### Routed metal, one colour a layer, run 1

Scale bar: 50 µm. Two of the layers only.
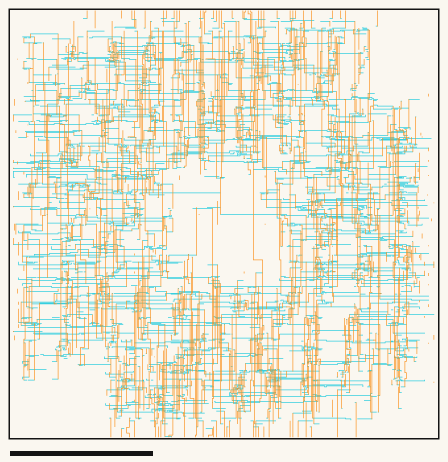
### Met3 routing, run 1

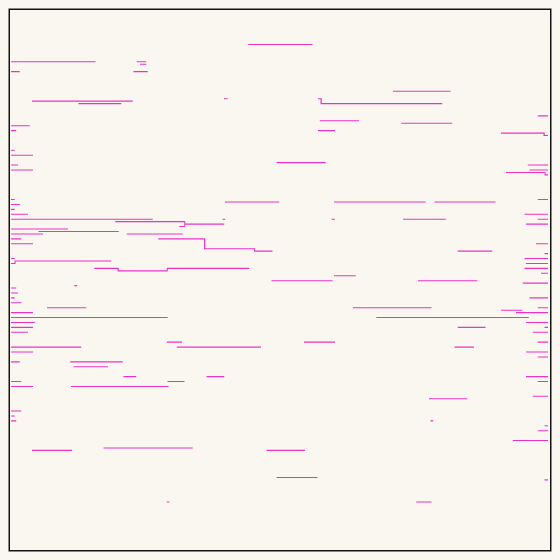
### Floorplan with the power grid, run 1

Scale bar: 50 µm. Pins as bars on the die edge.
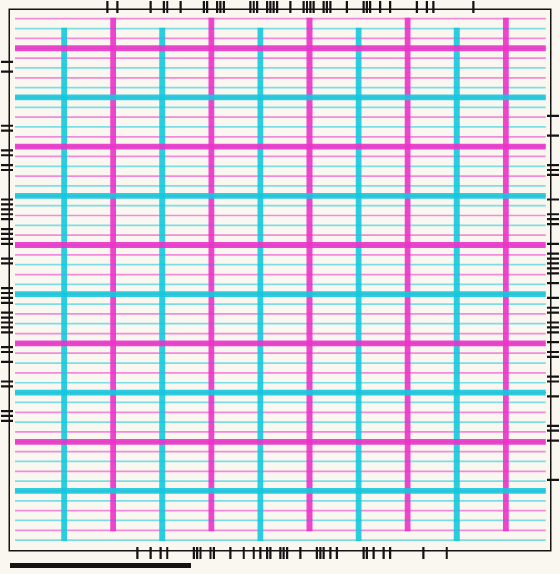
### M2 wires, run 1

Scale bar: 50 µm.
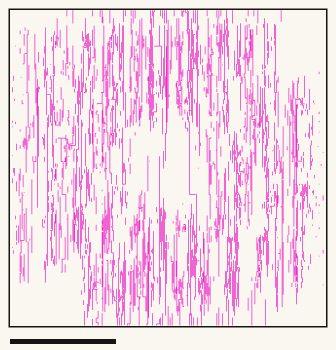
Design store_buffer_flat, sky130hd; sources not shown.
==> impl_summary.log, run 1 <==
[flow] summary of implementation run
[metrics] outcome: finished, final reports clean
[metrics] Flop area: 0.00789 mm²
[metrics] total of max-cap violations: 0
[metrics] area of placed instances: 0.0117 mm²
[metrics] setup tns final: 0 ns
[metrics] headroom to the max-slew limit: 27.8%
[metrics] FF-to-FF path depth: 5
[metrics] most frequently placed logic cell in the final layout: sky130_fd_sc_hd__edfxtp_1
[metrics] number of design-rule violations left by the first detailed-router iteration: 399
[metrics] Post-CTS Resized: 0
[metrics] netlist area before placement: 0.0102 mm²
[metrics] hold crit path type: register to register
[metrics] top layer used by detailed routing: met4
[metrics] met2 wire len: 9950 µm
[metrics] dpl hpwl: 11000 µm
[metrics] root buffer cell: sky130_fd_sc_hd__clkbuf_16
[metrics] clk_skew: 0.0200 ns
[metrics] shortest clock period the worst path allows after layout: 4.03 ns
[metrics] vias in the first global route: 5848
[metrics] buffer count from post-CTS setup fixing: 0
[metrics] max-slew violations: 0
[metrics] combined area of the multi-input logic cells: 0.00195 mm²
[metrics] Clock power frac: 24.1%
[metrics] type of the setup path with the least slack: register to output pin
[metrics] Core Footprint: 0.0212 mm²
[metrics] share of flip-flops with an asynchronous set or reset after synthesis: 3.03%
[metrics] CTS buffer count: 27
[metrics] most frequent logic cells in the routed design: sky130_fd_sc_hd__edfxtp_1, sky130_fd_sc_hd__nor2_1, sky130_fd_sc_hd__clkdlybuf4s50_1, sky130_fd_sc_hd__o21ai_1, sky130_fd_sc_hd__o21ai_0
[metrics] sequential cell power: 3.01 mW
[metrics] antenna violation net count after detailed routing: 0
[metrics] DRC violation count after routing: 0
[metrics] Met3 Wirelength: 1090 µm
[metrics] Worst Path Arrival: 3.28 ns
[metrics] library cell occupying the most area in the post-synthesis netlist: sky130_fd_sc_hd__edfxtp_1
[metrics] relative contribution of sequential cells to total power: 38.4%
[metrics] heaviest power group: sequential cells
[metrics] maximum root-to-sink buffer count: 3
[metrics] leakage power: 4.24 nW
[metrics] critical path startpoint category: register
[metrics] power per standard cell area: 625 mW/mm²
[metrics] and-or/or-and share of the synthesized area: 9.50%
[metrics] number of library cell types mapped by synthesis: 21
[metrics] Slowest Stage Delay on Critical Path: 0.86 ns
## Picture notes: 'Routed metal, one colour a layer'
layer	colour	wire length
M2	orange	9950 µm
M1	cyan	8430 µm
total detailed-routing wirelength: 19800 µm
wire length per cell: 16.9 µm
overall fraction of global-route tracks in use: 18.0%

## Picture notes: 'Met3 routing'
nets with wire on the layer	91
longest straight run	43.0 µm
global-route met3 utilization: 3.43%
vias after detailed routing: 6096

## Picture notes: 'Floorplan with the power grid'
net	colour
VDD	magenta
VSS	cyan
rows	53
met4 straps	10
met1 rails	54
VDD IR-drop max: 0.000337 V
chip height: 149 µm
Chip Width: 149 µm

## Picture notes: 'M2 wires'
share of all routed wire	50%
longest straight run	68.0 µm
wire length on this layer	9950 µm
nets with wire on the layer	723
main direction	vertical
met2 layer usage reported by global route: 30.4%

## run 1: per-stage QoR
step           hold WS [ns]  instances  utilization [%]  setup WS (ns)  total power, mW
2_1_floorplan         0.454        748                -          0.781             4.91
3_3_place_gp          0.464       1125             55.3           1.56             5.97
3_5_place_dp          0.471       1125             55.3           1.53             6.02
4_1_cts               0.488       1174             59.2          0.959             7.91
5_1_grt               0.502       1174             59.2          0.749             8.28
6_report              0.483       1174             59.2          0.975             7.83
## run 1: critical path: cells and delay by family, from the launching register on
kind	cells	cell delay, ns
compound gates	2	0.24
flops	1	0.68
buf+inv	2	1.49
simple gates	2	0.24
### Clock wiring as the flow saved it, run 1

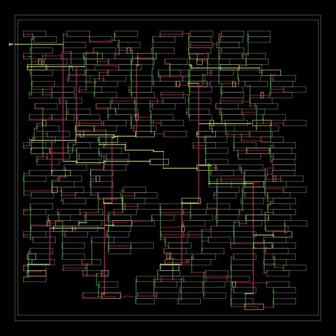

## Run 2: what changed since run 1
Settings changed: PLACE_DENSITY 0.7 to 0.73.
Clock period 5 ns to 3.27 ns, I/O delays scaled along.
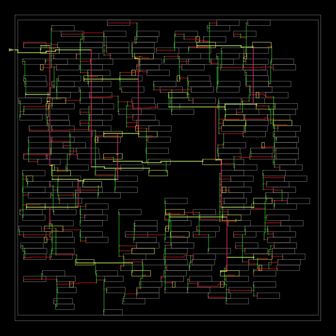
*Clock wiring as the flow saved it, run 2*
Clock Buffer Count: 34
clock net sink count: 264

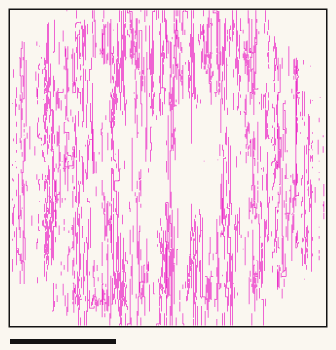
*M2 wires, run 2*
Scale bar: 50 µm.
share of all routed wire	49%
main direction	vertical
longest straight run	62.9 µm
nets with wire on the layer	716
total detailed-routing wirelength: 19200 µm
vias after detailed routing: 6047
met2 layer usage reported by global route: 29.6%

==> run 2 against run 1 <==
Net effect:
- cell area grew 0.68%
- combinational power grew 58%
- worst setup slack worse by 0.75 ns
- clock-buffer cell count increased by 7
- synthesized area stayed put
- core utilization is 0.40 points higher
- clock skew fell by 0.0047 ns
- largest power group is now combinational logic
- first-iteration DRC count is 20% lower
- highest routed layer unchanged
==> impl_summary.log, run 2 <==
[flow] summary of implementation run
[metrics] type of the setup path with the least slack: register to output pin
[metrics] most frequently placed logic cell in the final layout: sky130_fd_sc_hd__edfxtp_1
[metrics] CTS buffer count: 27 (unchanged)
[metrics] Worst Path Arrival: 2.56 ns (-0.72 ns)
[metrics] Slowest Stage Delay on Critical Path: 0.63 ns (-0.23 ns)
[metrics] relative contribution of sequential cells to total power: 37.7% (-0.7 points)
[metrics] hold crit path type: input port to async pin
[metrics] dominant delay contributor by cell family on the critical path: buffers and inverters
[metrics] combined area of the multi-input logic cells: 0.00195 mm² (unchanged)
[metrics] wire length per cell: 16.3 µm (-3.3%)
[metrics] global-route met3 utilization: 3.36% (-0.061 points)
[metrics] smallest hold slack: 0.245 ns (-0.238 ns)
[metrics] Chip Width: 149 µm (unchanged)
[metrics] final core utilization: 59.6% (+0.40 points)
[metrics] netlist area before placement: 0.0102 mm² (unchanged)
[metrics] root buffer cell: sky130_fd_sc_hd__clkbuf_16
[metrics] and-or/or-and share of the synthesized area: 9.50% (unchanged)
[metrics] VDD IR-drop max: 0.000534 V (+59%)
[metrics] final setup margin: 0.223 ns (-0.752 ns)
[metrics] setup tns final: 0 ns (unchanged)
[metrics] library cell occupying the most area in the post-synthesis netlist: sky130_fd_sc_hd__edfxtp_1
[metrics] total placed cells including tap cells: 1129 (+0.36%)
[metrics] Buf+Inv Stages, Crit Path: 3 (+1)
[metrics] outcome: finished, final reports clean
[metrics] DRC violation count after routing: 0 (unchanged)
[metrics] most frequent logic cells in the routed design: sky130_fd_sc_hd__edfxtp_1, sky130_fd_sc_hd__nor2_1, sky130_fd_sc_hd__clkdlybuf4s50_1, sky130_fd_sc_hd__o21ai_1, sky130_fd_sc_hd__o21ai_0
[metrics] met2 wire len: 9480 µm (-4.7%)
[metrics] FF-to-FF path depth: 11 (+6)
[metrics] shortest clock period the worst path allows after layout: 3.05 ns
[metrics] chip height: 149 µm (unchanged)
[metrics] Clock power frac: 23.6% (-0.5 points)
[metrics] pre-CTS setup slack: 0.567 ns (-0.965 ns)
[metrics] overall fraction of global-route tracks in use: 17.4% (-0.64 points)
[metrics] leakage power: 4.28 nW (+0.88%)
[metrics] critical path startpoint category: register
[metrics] Flop area: 0.00789 mm² (unchanged)
[metrics] Post-CTS Resized: 0 (unchanged)
[metrics] share of flip-flops with an asynchronous set or reset after synthesis: 3.03% (unchanged)
[metrics] headroom to the max-slew limit: 62.0% (+34 points)
[metrics] max-slew violations: 0 (unchanged)
[metrics] Met3 Wirelength: 1030 µm (-5.8%)
[metrics] non-filler instance count after layout: 1177 (+0.26%)
[metrics] number of cells on the critical path: 5 (-1)
[metrics] dpl hpwl: 11000 µm (-0.41%)
[metrics] vias in the first global route: 5839 (-0.15%)
[run 2: cell types whose count changed in the layout (fill, tap and decap cells not counted)]
cell                         before  now
sky130_fd_sc_hd__clkbuf_1         0    7
sky130_fd_sc_hd__buf_12           2    8
sky130_fd_sc_hd__clkinv_1        10    6
sky130_fd_sc_hd__buf_4            9    7
sky130_fd_sc_hd__clkinvlp_4       2    0
sky130_fd_sc_hd__clkinv_2         7    6
sky130_fd_sc_hd__inv_8            1    0
[run 2: power by group through the flow]
stage / sequential (mW) / combinational [mW] / clock (mW)
6_report: 4.53 / 4.65 / 2.83
5_1_grt: 4.58 / 5.07 / 3.02
4_1_cts: 4.53 / 4.74 / 2.88
3_5_place_dp: 4.60 / 4.72 / 0
3_3_place_gp: 4.58 / 4.66 / 0
2_1_floorplan: 4.62 / 2.88 / 0
Power and IR drop assume default switching activity.
